===== src/rtl/serial_adder_ctrl.sv =====
// Bit-serial adder sequencer driving one external full adder, LSB first, done pulse WIDTH cycles after start.
// Optional signed-overflow flag (ovf port) is built only when SERIAL_ADDER_OVF_EN is defined.
module serial_adder_ctrl #(
    parameter int WIDTH = 8
) (
    input  logic             clk,
    input  logic             rst,
    input  logic             start,
    input  logic [WIDTH-1:0] a_in,
    input  logic [WIDTH-1:0] b_in,
    input  logic             c_in,
    output logic             busy,
    output logic             done,
    output logic [WIDTH-1:0] sum,
    output logic             c_out,
    output logic             fa_a,
    output logic             fa_b,
    output logic             fa_c0,
    input  logic             fa_s,
    input  logic             fa_c
`ifdef SERIAL_ADDER_OVF_EN
    ,
    output logic             ovf
`endif
);

    localparam int CW = $clog2(WIDTH + 1);
    localparam logic [CW-1:0] LAST = CW'(WIDTH - 1);

    typedef enum logic [1:0] {
        IDLE = 2'd0,
        RUN  = 2'd1,
        DONE = 2'd2
    } state_t;

    state_t           state;
    logic [CW-1:0]    cnt;
    logic [WIDTH-1:0] a_sh;
    logic [WIDTH-1:0] b_sh;
    logic             carry;

    // Adder inputs are gated by state so they sit at 0 outside RUN.
    assign fa_a  = (state == RUN) && a_sh[0];
    assign fa_b  = (state == RUN) && b_sh[0];
    assign fa_c0 = (state == RUN) && carry;

    always_ff @(posedge clk or posedge rst) begin
        if (rst) begin
            state <= IDLE;
            cnt   <= '0;
            a_sh  <= '0;
            b_sh  <= '0;
            carry <= 1'b0;
            sum   <= '0;
            c_out <= 1'b0;
            busy  <= 1'b0;
            done  <= 1'b0;
`ifdef SERIAL_ADDER_OVF_EN
            ovf   <= 1'b0;
`endif
        end else begin
            case (state)
                IDLE: begin
                    done <= 1'b0;
                    if (start) begin
                        a_sh  <= a_in;
                        b_sh  <= b_in;
                        carry <= c_in;
                        cnt   <= '0;
                        busy  <= 1'b1;
                        state <= RUN;
                    end
                end
                RUN: begin
                    a_sh  <= a_sh >> 1;
                    b_sh  <= b_sh >> 1;
                    sum   <= {fa_s, sum[WIDTH-1:1]};
                    carry <= fa_c;
                    cnt   <= cnt + CW'(1);
                    if (cnt == LAST) begin
                        state <= DONE;
                        done  <= 1'b1;
                        c_out <= fa_c;
`ifdef SERIAL_ADDER_OVF_EN
                        // Carry into the MSB differs from carry out of it.
                        ovf   <= fa_c ^ fa_c0;
`endif
                    end
                end
                DONE: begin
                    done  <= 1'b0;
                    busy  <= 1'b0;
                    state <= IDLE;
                end
                default: begin
                    done  <= 1'b0;
                    busy  <= 1'b0;
                    state <= IDLE;
                end
            endcase
        end
    end

endmodule


===== config.mk =====
export PLATFORM = sky130hd
export DESIGN_NAME = serial_adder_ctrl
export DESIGN_NICKNAME = d
export VERILOG_FILES = /design/src/rtl/serial_adder_ctrl.sv
export SDC_FILE = /design/constraint.sdc
export NUM_CORES = 1
export LEC_CHECK = 0
export ABC_AREA = 0
export ABC_CLOCK_PERIOD_IN_PS = 1400
export CAP_MARGIN = 10
export CORE_ASPECT_RATIO = 1.4
export CORE_UTILIZATION = 44
export DETAILED_ROUTE_END_ITERATION = 8
export GPL_TIMING_DRIVEN = 1
export PLACE_DENSITY = 0.74
export SYNTH_ARGS = -nofsm -noshare
export SYNTH_HDL_FRONTEND = slang
export SYNTH_SLANG_ARGS = --single-unit

===== constraint.sdc =====
create_clock -name clk -period 1.4 [get_ports clk]
set_input_delay 0.14 -clock clk [delete_from_list [all_inputs] [get_ports clk]]
set_output_delay 0.14 -clock clk [all_outputs]
set_load 0.02 [all_outputs]

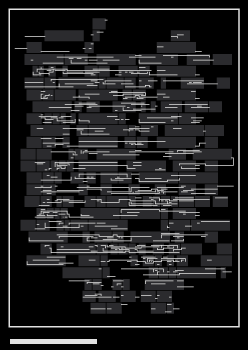
Figure 1: met1 routing.
The bar under the picture is 20 um long.
share of all routed wire: 41%
wire length on this layer: 1320 um
nets with wire on the layer: 177

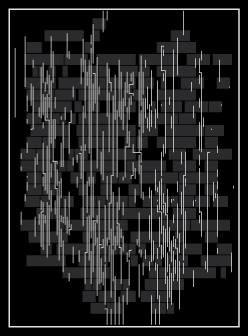
Figure 2: met2 routing.
share of all routed wire: 52%
wire length on this layer: 1670 um
nets with wire on the layer: 182
longest straight run: 43.5 um
main direction: vertical

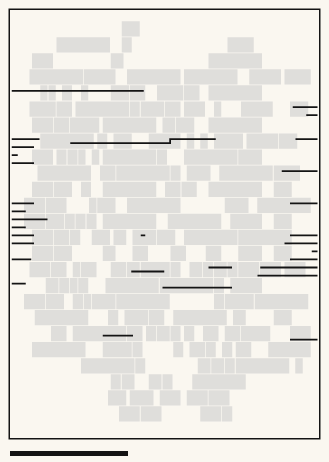
Figure 3: the metal 3 layer.
The bar under the picture is 20 um long.
longest straight run: 22.1 um
main direction: horizontal
nets with wire on the layer: 27
wirelength, routed: 3.212 mm
Via Count: 1212

[area by class of cell]
cell class	instances	area (um^2)
Fill cell	293	1256
Sequential cell	34	850.8
Multi-Input combinational cell	92	656.9
Timing Repair Buffer	49	465.4
Clock buffer	7	86.33
Tap cell	40	50.05
Inverter	2	7.507
Clock inverter	1	5.005
[stage by stage]
step,util (%),setup TNS [ns]
2_1_floorplan,-,0
3_3_place_gp,59.48,-0.3894
3_5_place_dp,59.48,-0.5237
4_1_cts,61.52,0
5_1_grt,62.81,-0.05048
6_report,62.81,0
[repair_timing]
| item | in CTS | in global routing |
|---|---|---|
| endpoints found under the setup margin | 18 | 12 |
| cloned | 0 | 1 |
| resized | 20 | 14 |
[power by group through the flow]
stage,Clock [mW],Combinational (mW),Sequential [mW]
2_1_floorplan,0,1.02,1.78
3_3_place_gp,0,1.82,1.61
3_5_place_dp,0,1.89,1.63
4_1_cts,0.757,1.79,1.61
5_1_grt,0.809,1.98,1.66
6_report,0.741,1.83,1.61
[cell usage after synthesis (all sizes together)]
cell | instances | area [um^2]
dfrtp | 34 | 850.8
o21ai | 15 | 75.07
a21oi | 14 | 70.07
a22oi | 11 | 82.58
mux2 | 11 | 146.4
nor2b | 11 | 68.82
buf | 7 | 53.80
nand2 | 7 | 26.28
and3b | 5 | 43.79
a22o | 4 | 35.03
and2 | 4 | 27.53
clkbuf | 3 | 11.26
nor2 | 3 | 11.26
inv | 2 | 7.510
a211oi | 1 | 7.510
and2b | 1 | 7.510
ha | 1 | 12.51
nand3 | 1 | 5.000
nand4 | 1 | 6.260
o21a | 1 | 7.510
o21bai | 1 | 7.510
[sequential cells by signal, indices dropped and copies added, names as in the netlist]
| signal | count |
|---|---|
| busy | 1 |
| carry | 1 |
| cnt | 4 |
| state | 2 |
| c_out | 1 |
| b_sh | 8 |
| sum | 8 |
| a_sh | 8 |
| done | 1 |
[worst paths after layout]
kind | startpoint | to | cells past startpoint
max | state[0]$_DFFE_PP0P_ | fa_a | 3
min | rst | b_sh[3]$_DFFE_PP0P_ | 3
max reg2reg | state[1]$_DFFE_PP0P_ | cnt[3]$_DFFE_PP0P_ | 5
min reg2reg | a_sh[1]$_DFFE_PP0P_ | a_sh[1]$_DFFE_PP0P_ | 2
max in group asynchronous | rst | a_sh[7]$_DFFE_PP0P_ | 3
min in group clk | a_in[7] | a_sh[7]$_DFFE_PP0P_ | 2
[cell families after synthesis]
kind of cell / Yosys count / synth area share (%)
adder cells (fa/ha/maj): 1 / 0.7999
multiplexers: 11 / 9.360
AND-OR/OR-AND: 47 / 18.24
buffers and inverters: 12 / 4.640
flip-flops: 34 / 54.40
AND/OR/NAND/NOR: 33 / 12.56
[worst reg2reg max path: stages, from the launching register on]
cell and delay [ns]:
dfrtp_1 0.38, buf_4 0.20, o21bai_2 0.23, buf_4 0.17, a211oi_2 0.20, a21oi_1 0.07
[layer usage]
layer | wire length, um | track usage (%) | up-vias
met5 | 0 | 0 | -
met4 | 57 | 9.064 | 0
met3 | 167 | 6.918 | 5
met2 | 1667 | 32.07 | 33
met1 | 1320 | 22.78 | 587
li1 | - | - | 587
==> CHANGELOG.md <==
### Physical design

* LEAKAGE at between 1 and 1.5 nW
* Initial antenna violation count at 0
* Fin nets at 207
* Vias in the first global route at ~1200
* Psw at 1.462 mW
* Hold slack at around 0.20 ns
* CP Buf/Inv Count at 1
* Rel. slew slack at between 80 and 90%
* Synth Register Bits at 34
* Pre-CTS setup slack at -0.1324 ns
* Critical Path End Type: output port
* Drc violations at 0
* Initial core utilization at 46.30%
* Mapped Area at ~0.0016 mm^2
* Max-Cap Viols at 0
* Crit Path Class: flip-flop to output port
* Pin count of the biggest net entering global routing at 35
* Synth warnings at 0
* Power Total at 4.181 mW
* Avg Cell Area, Syn at around 11 um^2
* Worst min-delay path class: primary input to async pin
* Final hold vios at 0
* Critical path arrival at about 1.2 ns
* Run status: completed
* DRT iter0 DRCs at 16
* Clock power frac at between 15 and 20%
* CTS tree: built
* I/O pin cnt at 36
* Total GRT Usage at 19.71%
* Post-DRT Antenna Nets at 0
* Sequential share of power at between 30% and 40%
* Crit start category: flip-flop
* Deepest level of the CTS H-tree at 2
* Yosys chip area at approximately 0.0016 mm^2
* Reg clk slew, reported paths at about 0.07 ns
* Setup-failing EPs final at 0
* Std-Cell Rows at 25
* Core box area at about 0.0034 mm^2
* Die y size at about 73 um
* Combinational power share at approximately 44%
Power figures rest on the tool's default switching activity, not on a simulated workload.
